[src/rtl/imem_fill.sv]
// L1 I-cache line-fill engine: issues BEATS pipelined bus reads for one line,
// assembles the beats little-endian and returns the line with a one-cycle valid pulse.
module imem_fill #(
  parameter int LINE_W  = 256,
  parameter int BUS_W   = 64,
  parameter int BLK_LEN = 59
) (
  input  logic               clk,
  input  logic               rst_n,
  input  logic [BLK_LEN-1:0] b_addr_i,
  input  logic               b_rd_i,
  output logic [LINE_W-1:0]  b_data_i,
  output logic               b_dv_i,
  output logic               fill_err,
  output logic [63:0]        m_ar_addr,
  output logic               m_ar_valid,
  input  logic               m_ar_ready,
  input  logic [BUS_W-1:0]   m_r_data,
  input  logic               m_r_err,
  input  logic               m_r_valid
);

  localparam int BEATS      = LINE_W / BUS_W;
  localparam int CNT_W      = $clog2(BEATS) + 1;
  localparam int OFF_W      = 64 - BLK_LEN;
  localparam int BEAT_BYTES = BUS_W / 8;
  localparam logic [CNT_W-1:0] LAST_BEAT = CNT_W'(BEATS - 1);
  localparam logic [CNT_W-1:0] CNT_FULL  = CNT_W'(BEATS);

  typedef enum logic [2:0] {
    S_IDLE,
    S_ARM,
    S_REQ,
    S_WAIT,
    S_DONE,
    S_HOLD
  } state_t;

  state_t             state_q, state_d;
  logic [BLK_LEN-1:0] line_addr_q, line_addr_d;
  logic [CNT_W-1:0]   a_cnt_q, a_cnt_d;
  logic [CNT_W-1:0]   d_cnt_q, d_cnt_d;
  logic               err_acc_q, err_acc_d;
  logic [LINE_W-1:0]  line_buf_q, line_buf_d;
  logic [LINE_W-1:0]  b_data_q, b_data_d;
  logic               b_dv_q, b_dv_d;
  logic               fill_err_q, fill_err_d;
  logic [63:0]        m_ar_addr_q, m_ar_addr_d;
  logic               m_ar_valid_q, m_ar_valid_d;

  logic               capture;
  logic               last_beat;
  logic               ar_fire;
  logic [BEATS-1:0]   lane_we;
  logic [63:0]        line_base;

  // Beats are only taken while a fill is in flight; anything else is a stray response.
  assign capture   = m_r_valid && ((state_q == S_REQ) || (state_q == S_WAIT))
                     && (d_cnt_q != CNT_FULL);
  assign last_beat = capture && (d_cnt_q == LAST_BEAT);
  assign ar_fire   = m_ar_valid_q && m_ar_ready;
  assign line_base = {line_addr_q, {OFF_W{1'b0}}};

  for (genvar gi = 0; gi < BEATS; gi++) begin : g_lane
    assign lane_we[gi] = capture && (d_cnt_q == CNT_W'(gi));
    assign line_buf_d[gi*BUS_W +: BUS_W] = lane_we[gi] ? m_r_data
                                                       : line_buf_q[gi*BUS_W +: BUS_W];
  end

  always_comb begin
    state_d      = state_q;
    line_addr_d  = line_addr_q;
    a_cnt_d      = a_cnt_q;
    d_cnt_d      = capture ? d_cnt_q + CNT_W'(1) : d_cnt_q;
    err_acc_d    = err_acc_q | (capture & m_r_err);
    b_data_d     = b_data_q;
    b_dv_d       = 1'b0;
    fill_err_d   = 1'b0;
    m_ar_addr_d  = m_ar_addr_q;
    m_ar_valid_d = m_ar_valid_q;

    case (state_q)
      S_IDLE: begin
        if (b_rd_i) state_d = S_ARM;
      end
      S_ARM: begin
        line_addr_d  = b_addr_i;
        a_cnt_d      = '0;
        d_cnt_d      = '0;
        err_acc_d    = 1'b0;
        m_ar_valid_d = 1'b1;
        m_ar_addr_d  = {b_addr_i, {OFF_W{1'b0}}};
        state_d      = S_REQ;
      end
      S_REQ: begin
        if (ar_fire) begin
          a_cnt_d = a_cnt_q + CNT_W'(1);
          if (a_cnt_q == LAST_BEAT) begin
            m_ar_valid_d = 1'b0;
            state_d      = last_beat ? S_DONE : S_WAIT;
          end else begin
            m_ar_addr_d = line_base + (64'(a_cnt_d) * 64'(BEAT_BYTES));
          end
        end
      end
      S_WAIT: begin
        if (last_beat) state_d = S_DONE;
      end
      S_DONE: begin
        state_d = b_rd_i ? S_HOLD : S_IDLE;
      end
      S_HOLD: begin
        if (!b_rd_i) state_d = S_IDLE;
      end
      default: state_d = S_IDLE;
    endcase

    // Snapshot the line including the beat landing this cycle.
    if (state_d == S_DONE) begin
      b_dv_d     = 1'b1;
      fill_err_d = err_acc_d;
      b_data_d   = line_buf_d;
    end
  end

  always_ff @(posedge clk or negedge rst_n) begin
    if (!rst_n) begin
      state_q      <= S_IDLE;
      line_addr_q  <= '0;
      a_cnt_q      <= '0;
      d_cnt_q      <= '0;
      err_acc_q    <= 1'b0;
      line_buf_q   <= '0;
      b_data_q     <= '0;
      b_dv_q       <= 1'b0;
      fill_err_q   <= 1'b0;
      m_ar_addr_q  <= '0;
      m_ar_valid_q <= 1'b0;
    end else begin
      state_q      <= state_d;
      line_addr_q  <= line_addr_d;
      a_cnt_q      <= a_cnt_d;
      d_cnt_q      <= d_cnt_d;
      err_acc_q    <= err_acc_d;
      line_buf_q   <= line_buf_d;
      b_data_q     <= b_data_d;
      b_dv_q       <= b_dv_d;
      fill_err_q   <= fill_err_d;
      m_ar_addr_q  <= m_ar_addr_d;
      m_ar_valid_q <= m_ar_valid_d;
    end
  end

  assign b_data_i   = b_data_q;
  assign b_dv_i     = b_dv_q;
  assign fill_err   = fill_err_q;
  assign m_ar_addr  = m_ar_addr_q;
  assign m_ar_valid = m_ar_valid_q;

endmodule

[config.mk]
export PLATFORM = sky130hd
export DESIGN_NAME = imem_fill
export DESIGN_NICKNAME = d
export VERILOG_FILES = /design/src/rtl/imem_fill.sv
export SDC_FILE = /design/constraint.sdc
export NUM_CORES = 1
export LEC_CHECK = 0
export ABC_AREA = 1
export CORE_MARGIN = 4
export CORE_UTILIZATION = 44
export DETAILED_ROUTE_END_ITERATION = 8
export PLACE_DENSITY = 0.78
export SYNTH_ARGS = -nofsm -noshare
export SYNTH_HDL_FRONTEND = slang
export SYNTH_SLANG_ARGS = --single-unit
[constraint.sdc]
create_clock -name clk -period 2.6 [get_ports clk]
set_input_delay 0.39 -clock clk [delete_from_list [all_inputs] [get_ports clk]]
set_output_delay 0.39 -clock clk [all_outputs]
set_load 0.005 [all_outputs]
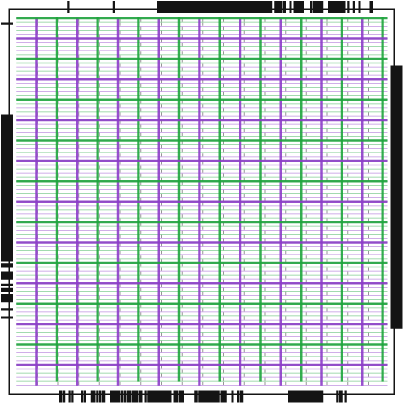
run_1/pdn.png
Drawn at 1.5 px/µm. Pins as bars on the die edge. Tap cells in grey.
VSS: drawn in purple. VDD: drawn in green.
91 met1 rails follow the rows. 452 signal pins sit on the boundary. 18 straps on met4.

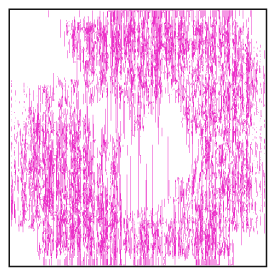
run_1/met2.png
Drawn at 1 px/µm.
The layer carries 40.4 mm of wire. The longest straight run is 90.4 µm. 3049 nets have wire on it.

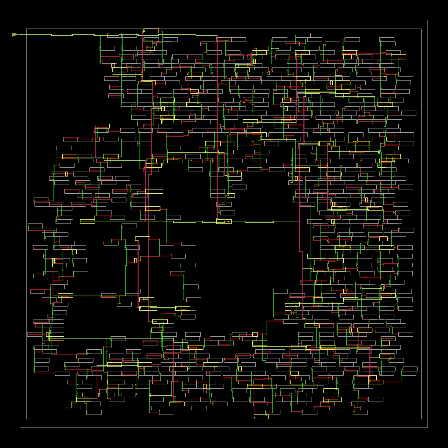
run_1/final_clocks.png
clock insertion delay at the later pin of the skew report: 0.62 ns
clk sinks: 645
CTS Buf Count: 71
total number of sequential cells: 645
Clock Power: 10.3 mW

==> run 1: metal layers <==
layer	vias to the layer above	global-route usage	wire, µm
met5	-	0	0
met4	0	0.102	3410
met3	189	0.0537	7310
met2	1124	0.419	40400
met1	11500	0.340	34800
li1	11000	-	-
==> run 1: cells in the mapped netlist (3+ instances only) <==
cell type,n,area share
sky130_fd_sc_hd__or2_2,4,0.00093
sky130_fd_sc_hd__nor3_1,7,0.0013
sky130_fd_sc_hd__buf_2,76,0.014
sky130_fd_sc_hd__nand3b_1,3,0.00083
sky130_fd_sc_hd__o21ai_0,340,0.063
sky130_fd_sc_hd__inv_2,4,0.00056
sky130_fd_sc_hd__a21oi_1,61,0.011
sky130_fd_sc_hd__buf_1,4,0.00056
sky130_fd_sc_hd__nand4_1,16,0.0037
sky130_fd_sc_hd__clkbuf_1,68,0.0095
sky130_fd_sc_hd__dfrtp_1,645,0.60
sky130_fd_sc_hd__xor2_1,16,0.0052
sky130_fd_sc_hd__nor2_2,5,0.0012
sky130_fd_sc_hd__ha_1,9,0.0042
sky130_fd_sc_hd__nand3_1,66,0.012
sky130_fd_sc_hd__buf_4,31,0.0086
sky130_fd_sc_hd__inv_1,119,0.017
sky130_fd_sc_hd__nor2_4,5,0.0021
sky130_fd_sc_hd__a31oi_1,260,0.060
sky130_fd_sc_hd__nor2_1,380,0.053
sky130_fd_sc_hd__nand2_1,919,0.13
sky130_fd_sc_hd__o21bai_1,3,0.00083
==> run 1: power groups by stage <==
stage / Clock, mW / Sequential (mW) / Combinational [mW]
2_1_floorplan: 0 / 16.8 / 8.02
3_3_place_gp: 0 / 17.5 / 15.9
3_5_place_dp: 0 / 17.7 / 16.4
4_1_cts: 10.4 / 17.6 / 16.5
5_1_grt: 10.8 / 18.0 / 18.3
6_report: 10.3 / 17.6 / 16.5
==> run 1: stage by stage <==
stage,TNS (ns),power [mW]
2_1_floorplan,0,24.9
3_3_place_gp,0,33.5
3_5_place_dp,-0.0526,34.1
4_1_cts,0,44.5
5_1_grt,0,47.1
6_report,0,44.4
==> run 1: timing repair <==
item | 4_1_cts | 5_1_grt
hold endpoints to repair | 42 | 0
endpoints found under the setup margin | 1 | 28
resized | 2 | 8
pin swaps | 0 | 2
hold buffers | 1 | 0
buffers inserted | 0 | 1
gates cloned | 0 | 0
==> run 1: worst paths after layout <==
check / start / end / slack (ns) / cells past startpoint
setup / recovery: a_cnt_q[0] / m_ar_addr[56] / 0.14 / 13
hold / removal: b_addr_i[28] / line_addr_q[28] / 0.35 / 3
setup reg to reg: a_cnt_q[0] / m_ar_addr[56] / 0.14 / 13
hold reg to reg: m_ar_addr[22] / m_ar_addr[22] / 0.48 / 2
max in group asynchronous: rst_n / line_buf_q[232] / 1.29 / 4
min in group asynchronous: rst_n / b_data_i[104] / 0.38 / 2
==> run 1: cell type report <==
class,count,area [µm²]
clock inverters,28,410
well taps,782,978
multi-input cells,2111,9600
inverters,123,469
fillers,5193,25500
repair buffers,535,5520
flip-flops and latches,645,16100
clock buffers,99,2000
==> run notes, run 1 <==
This note records the results obtained with Yosys and OpenROAD.

Pwr
The net switching component of the power is 16.1 mW. The leakage power figure is 16.3 nW. The combinational share of power is 0.371.

The cell internal power dissipation is ~28 mW. The switching share of total power is 0.362. The total power per unit cell area is 1260 mW/mm². The part of the total power dissipated in sequential elements is 0.397. The clock group share of total power is 0.232. IR analysis of the VDD net gives a maximum drop of 595 µV.

Floorplanning
The floorplan step set the die height to between 200 and 300 µm. According to the floorplan report, the placeable core area is 0.0606 mm². The placement row count is ~90. The area of the die is 0.0654 mm².

Per the OpenROAD floorplan log, the width of the die is 256 µm. At the floorplan stage, the core utilization is reported as 0.445. The I/O pin count is 452.

Setup path
The worst path buffer plus inverter count is 4. The endpoint class of the critical path is a flip-flop. The cell family with the largest share of critical-path delay is adder cells. The report lists the cells along the critical path as ha_1, ha_1, inv_1, ha_4, buf_4, inv_1, nor2_4, buf_4, nand2_1, o21ai_0, nand3_1, nand2_1, nand2_1.

The slowest stage of the critical path belongs to the cell sky130_fd_sc_hd__dfrtp_1. The cell repeated most along the worst path is sky130_fd_sc_hd__nand2_1. The stage delay of the slowest cell on the critical path is slightly below 0.4 ns. Data on the critical path arrives at its endpoint at a little under 3 ns. For reference, the most critical setup path is categorized as reg -> reg. The highest fanout seen on the critical path is 5.

The critical path endpoint has a required time of 3.09 ns. STA classifies the critical path startpoint as a flip-flop.

STA
The final report lists the setup-violating endpoint count as 0. Setup repair after global routing left no endpoint under its margin. Of the available clock period, the critical path in the final layout requires 0.946. The final critical delay including setup and external delays is 2.46 ns. The final-report max-slew violation count is 0. The slew at the pin closest to its max-slew limit is 0.654 ns.

Endpoints failing hold in the final report were tallied at 0. The clock arrives with 0.0387 ns of skew. The smallest hold slack is 0.347 ns. Checking max transition, the worst relative margin is 0.564. The flow reports an fmax of 407 MHz. Once routing completed, OpenROAD measured the worst setup slack at 0.141 ns.

Outcome
The run finished with clean final reports.

Logic synthesis
The share of synthesized registers carrying an async set or reset is 1.00. The number of enable-type register cells in the synthesized netlist is 0. The synthesis area per yosys is around 0.027 mm².

The fraction of the mapped netlist area in adder cells is 0.00417. The synthesized instance count is 3056. Per the synthesis report, the AND-OR/OR-AND share of the synthesized area is 0.137.

The cell-mix breakdown from Yosys lists the simple-gate area share as 0.204. The number of register bits inferred by synthesis is 645. Per the Yosys statistics, synthesis produced roughly 3.1k cells. The number of synthesis warnings is 0. Of the total synthesized cell area, the portion taken by XOR and XNOR cells is 0.00584. The count of unique library cells instantiated by Yosys is 32. Per the post-synthesis stats, the area per cell is 8.83 µm². The most used flip-flop cell after synthesis is sky130_fd_sc_hd__dfrtp_1.

For reference, the top logic cell family by area is simple AND/OR/NAND/NOR gates. In this run the cell area of the synthesized design comes to 0.0270 mm². The multiplexer area fraction after synthesis is 0.000835. Per Yosys stat, the portion of area used by sequential elements is 0.598.

Final layout
The final design utilization is 0.580. The flow measured a signed area growth from synthesis to layout of 30.2%. The diode insertion count for antenna repair is 0. In the layout the commonest cells are sky130_fd_sc_hd__nand2_1, sky130_fd_sc_hd__dfrtp_1, sky130_fd_sc_hd__clkdlybuf4s50_1. The fraction of final layout cells sized beyond drive strength 1 is 0.0661. The final instance count without filler cells is around 4.3k. The number of nets in the layout is approximately 3.6k. The top logic cell by instance count in the layout is sky130_fd_sc_hd__nand2_1. The final non-filler cell area is 0.0351 mm².

Place
The final HPWL from detailed placement is 58500 µm. Setup slack on the worst path after placement came out at -0.0526 ns. The cell count after placement is 4194. The number of port buffers is 448. The final RePlAce weighted congestion is 0.924. Summing all placed instances gives a cell area of around 0.033 mm².

Detailed routing
Before antenna repair, the detailed router went through 8 iterations. The routed length per instance is 19.9 µm. The detailed router placed ~24k vias in this run. The post-route DRC violation count is 0. The remaining antenna violation count is 0. The routed design shows a via density per instance of 5.51. The number of design-rule violations left by the first detailed-router iteration is ~2.1k. The total routed wirelength is approximately 86000 µm.

Clocking
The clock H-tree reported by CTS has 3 levels. Per the CTS log, the root buffer master is sky130_fd_sc_hd__clkbuf_16. The maximum number of buffers from clock root to sink is 3. On the reported timing paths, the clock transition at the registers reads 0.06 ns. The CTS tree is built.

Global route
For this run, the total global-route usage over all layers was measured as 0.257. The number of global-route vias before repair is 23.6k. Entering global routing, the biggest net connects ~130 pins. Global routing finished with a remaining overflow of 0. The number of antenna violations at the first check in global routing is 0. The wire length of the first global-routing pass is 134000 µm.

Job
The tool flagged a number of max-cap violations equal to 0. The number of warning messages in the logs is 33.

Min path
The path class of the tightest hold or removal check is in -> reg.
run_1/metal_stack.png
Drawn at 1.5 px/µm.
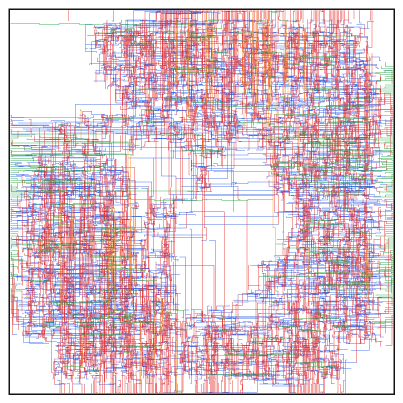

## Run 2: what changed since run 1
--- a/config.mk
+++ b/config.mk
@@ -8,6 +8,7 @@
 export ABC_AREA = 1
 export CORE_MARGIN = 4
 export CORE_UTILIZATION = 44
+export CTS_BUF_LIST = sky130_fd_sc_hd__clkbuf_2 sky130_fd_sc_hd__clkbuf_4 sky130_fd_sc_hd__clkbuf_8
 export DETAILED_ROUTE_END_ITERATION = 8
 export PLACE_DENSITY = 0.78
 export SYNTH_ARGS = -nofsm -noshare
==> constraint.sdc (replaced) <==
create_clock -name clk -period 2.1 [get_ports clk]
set_input_delay 0.315 -clock clk [delete_from_list [all_inputs] [get_ports clk]]
set_output_delay 0.315 -clock clk [all_outputs]
set_load 0.005 [all_outputs]
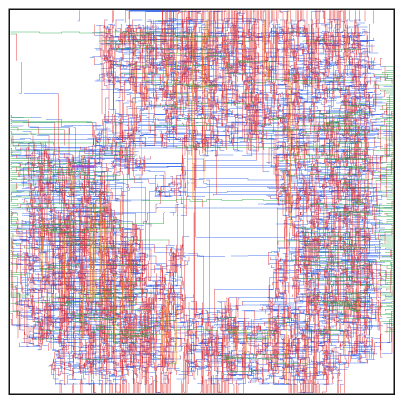
run_2/metal_stack.png
Drawn at 1.5 px/µm.
met4: drawn in orange, wire length 3180 µm. met5: drawn in purple, wire length 13.8 µm. met2: drawn in red, wire length 41.7 mm. met3: drawn in green, wire length 6810 µm. met1: drawn in blue, wire length 35.5 mm.

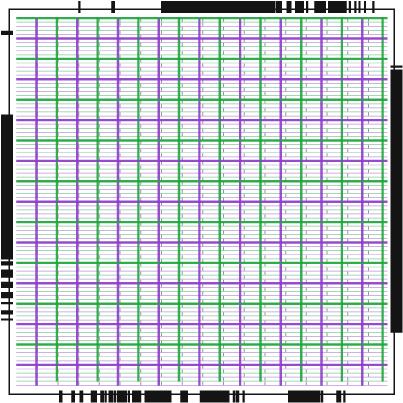
run_2/pdn.png
Drawn at 1.5 px/µm. Pins as bars on the die edge. Tap cells in grey.
VDD: drawn in green. VSS: drawn in purple.
452 signal pins sit on the boundary. 782 tap cells. The core has 90 rows. 18 straps on met4.

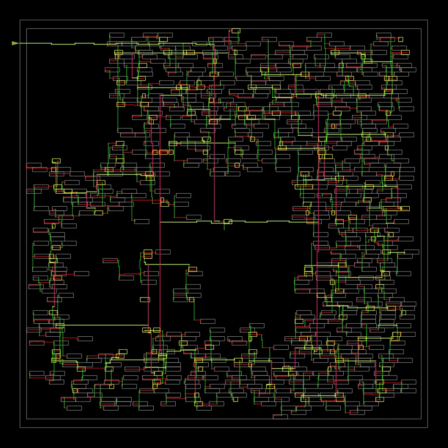
run_2/final_clocks.png
CTS Buf Count: 102
setup clock skew after layout: 0.0306 ns

==> run 2 against run 1 <==
The flow now finishes with violations (setup timing); clock power up 8%; largest power group unchanged; combinational power up about 30%; first-iteration DRC count down 1.4%; wire length rose by 1.5%; critical endpoint is now m_ar_addr[50]; worst hold slack lost 0.15 ns; via count is 2.2% higher; core utilization rose by 2.0 points.
==> run notes, run 2 <==
This note records the results obtained with Yosys and OpenROAD.

Outcome
Result of the run: finished, violations left (was finished, final reports clean). The checks that failed: setup timing.

Clocking
The clock tree root driver cell is sky130_fd_sc_hd__clkbuf_8 (was sky130_fd_sc_hd__clkbuf_16). The maximum number of buffers from clock root to sink was 3 (unchanged). The clock latency at the later pin of the worst-skew pair is 0.69 ns (was 0.62 ns).

The CTS clock-pin slew for the worst setup and hold paths was 0.06 ns (about the same). The CTS tree is built (unchanged).

Logic synthesis
The count of unique library cells instantiated by Yosys is 32 (unchanged). The most used flip-flop cell after synthesis is sky130_fd_sc_hd__dfrtp_1 (unchanged). The share of the yosys chip area belonging to registers is 0.598 (unchanged). Main area contributors: sky130_fd_sc_hd__dfrtp_1, sky130_fd_sc_hd__nand2_1, sky130_fd_sc_hd__o21ai_0 (unchanged). The post-synthesis cell area is 0.0270 mm² (unchanged).

The synthesized instance count came to 3056 (unchanged). The number of register bits inferred by synthesis is 645 (unchanged). The number of synthesis warnings is 0 (unchanged).

The share of synthesized registers carrying an async set or reset was 1.00 (unchanged). The cell total in the yosys stat output came to 3056 (unchanged). The top-area cell type share of the netlist area is 0.598 (unchanged).

STA
The setup total negative slack is -3.40 ns (was 0 ns). The final critical delay including setup and external delays is 2.31 ns (was 2.46 ns). The slack of the critical path is -0.206 ns (was 0.141 ns). Unrepaired setup endpoints after global routing: true (was false). The maximum achievable frequency is 434 MHz (was 407 MHz). The slew at the pin closest to its max-slew limit is 0.553 ns (was 0.654 ns). The number of setup violations in the final report came to 42 (was 0). The hold violation count in the final report is 0 (unchanged). The post-route clock period utilization is 1.10 (was 0.946). The max-slew headroom at the worst pin was 0.631 (was 0.564).

Global route
The largest net degree at the start of global routing is 78 (was 131). The number of antenna violations at the first check in global routing was 6 (was 0). The total routing resource utilization after global routing is 0.258 (was 0.257).

The sum of overflow across all layers after global routing is 0 (unchanged). The met1 demand-to-capacity share in global routing is 0.337 (was 0.340). The met3 track demand over resource in global routing is 0.0529 (was 0.0537). The wire length of the first global-routing pass was 135000 µm (was 134000 µm). The number of global-route vias before repair is 23.9k (was 23.6k). The busiest layer in global routing is met2 (unchanged).

Setup path
The worst setup path startpoint is a_cnt_q[1] (was a_cnt_q[0]). The required time of the worst setup path is 2.68 ns (was 3.09 ns). The data arrival time at the worst-slack endpoint is 2.89 ns (was 2.95 ns).

The number of cells on the worst reg-to-reg path is 15 (was 13). The endpoint class of the critical path is a flip-flop (unchanged). The worst reg2reg path startpoint is a_cnt_q[1] (was a_cnt_q[0]).

The start-to-end type of the worst setup path is reg -> reg (unchanged). The startpoint class of the critical path is a flip-flop (unchanged).

Final layout
The synthesis-to-finish area growth is 34.6% (was 30.2%). The fill cell total of the finished layout was 4956 (was 5193). The top logic cell by instance count in the layout is sky130_fd_sc_hd__nand2_1 (unchanged). The number of nets in the layout was 3737 (was 3625). Most numerous logic cells after layout: sky130_fd_sc_hd__nand2_1, sky130_fd_sc_hd__dfrtp_1, sky130_fd_sc_hd__clkdlybuf4s50_1 (unchanged).

Pwr
The clock group power came to 11.1 mW (was 10.3 mW). The total combinational power is 21.4 mW (was 16.5 mW). The leakage power figure is 17.0 nW (was 16.3 nW). The clock group share of total power is 0.205 (was 0.232). The cell internal power dissipation is 34.4 mW (was 28.3 mW). The peak supply drop is 833 µV (was 595 µV). The power group with the largest share was registers (unchanged).

Detailed routing
The routed length per instance is 19.5 µm (was 19.9 µm). The remaining antenna violation count is 0 (unchanged). The detailed-route vias per instance is 5.46 (was 5.51). The highest metal layer with signal wires is met5 (was met4). The total met2 wirelength after detailed routing is 41700 µm (was 40400 µm). The count of vias placed by the detailed router was 24.4k (was 23.8k).

The detailed-routing iteration count for the pre-antenna-repair pass was 6 (was 8). The post-route DRC violation count is 0 (unchanged).

Floorplanning
The y dimension of the die is 256 µm (unchanged). The floorplan-stage core utilization is 0.445 (unchanged). The die span in x was 256 µm (unchanged). The placement row count is 90 (unchanged). The core footprint was 0.0606 mm² (unchanged).

Min path
The worst hold-check path type is in -> async (was in -> reg).

Place
The final HPWL from detailed placement is 60200 µm (was 58500 µm). The placed cell area is 0.0334 mm² (was 0.0327 mm²). The final RePlAce weighted congestion is 0.998 (was 0.924).

Job
The max-capacitance violation count was 0 (unchanged).
-- run 2: netlist changes by cell type in the layout (fill, tap and decap cells not counted), moves of 10 or more --
cell and change:
sky130_fd_sc_hd__clkbuf_8 +112, sky130_fd_sc_hd__clkbuf_16 -69, sky130_fd_sc_hd__buf_4 +41, sky130_fd_sc_hd__clkbuf_4 +29
sky130_fd_sc_hd__nand2_1 -23, sky130_fd_sc_hd__nand3_1 -23, sky130_fd_sc_hd__nand3_2 +23, sky130_fd_sc_hd__buf_12 +20
sky130_fd_sc_hd__o21ai_0 -20, sky130_fd_sc_hd__clkbuf_1 -16, sky130_fd_sc_hd__buf_6 +15, sky130_fd_sc_hd__nand2_2 +13
sky130_fd_sc_hd__o21ai_1 +10, sky130_fd_sc_hd__o21ai_2 +10
-- run 2: worst max path at each step --
stage                     cells after the start  slack [ns]             to
after floorplan                              13       0.007  m_ar_addr[35]
after global placement                       13       -0.21  m_ar_addr[36]
after detailed placement                     14       -0.25  m_ar_addr[56]
after CTS                                    13       -0.14  m_ar_addr[21]
after global routing                         15       -0.29  m_ar_addr[50]
final                                        15       -0.21  m_ar_addr[50]
-- run 2: worst max-delay path, stage by stage, from the launching register on --
cell	delay (ns)
sky130_fd_sc_hd__dfrtp_1	0.39
sky130_fd_sc_hd__ha_2	0.20
sky130_fd_sc_hd__ha_4	0.22
sky130_fd_sc_hd__inv_4	0.06
sky130_fd_sc_hd__ha_4	0.16
sky130_fd_sc_hd__inv_4	0.04
sky130_fd_sc_hd__nor2_4	0.17
sky130_fd_sc_hd__buf_12	0.14
sky130_fd_sc_hd__nand2_4	0.09
sky130_fd_sc_hd__nor2_4	0.22
sky130_fd_sc_hd__buf_6	0.13
sky130_fd_sc_hd__nand3_1	0.07
sky130_fd_sc_hd__nand2_1	0.10
sky130_fd_sc_hd__nand3_2	0.07
sky130_fd_sc_hd__nand2_1	0.08
sky130_fd_sc_hd__nand2_1	0.05
-- run 2: logic make-up (layout without fill, tap and decap cells) --
kind of cell	Yosys count	count (layout)	synth area share
AND/OR/NAND/NOR	1410	1410	0.204
AND-OR/OR-AND	669	669	0.137
flip-flops	645	645	0.598
buffers and inverters	302	919	0.0498
XOR/XNOR	18	18	0.00584
adder cells (fa/ha/maj)	9	9	0.00417
multiplexers	2	2	0.000835
other	1	8	0.000139
-- run 2: layout make-up --
type	count	area (µm²)	share of cell area
diodes	5	12.5	0.000344
clock buffers	153	1920	0.0530
clock inverters	27	219	0.00603
inverters	123	497	0.0137
multi-input cells	2111	10000	0.277
flip-flops and latches	645	16100	0.444
well taps	782	978	0.0269
repair buffers	616	6500	0.179
-- run 2: repair_timing --
action / in CTS / in global routing
setup endpoints to repair: 227 / 242
hold endpoints to repair: 137 / 0
gates cloned: 0 / 2
pin swaps: 29 / 53
buffers inserted: 9 / 14
hold buffers: 1 / 0
resized: 52 / 101
-- run 2: per-stage QoR --
stage / power [mW] / cells / hold WS [ns]
2_1_floorplan: 30.9 / 3058 / 0.0194
6_report: 54.3 / 4462 / 0.193
3_5_place_dp: 42.6 / 4255 / 0.311
4_1_cts: 54.0 / 4445 / 0.154
3_3_place_gp: 41.9 / 4255 / 0.307
5_1_grt: 57.9 / 4460 / 0.207
Power is estimated from default activity; no workload was simulated.
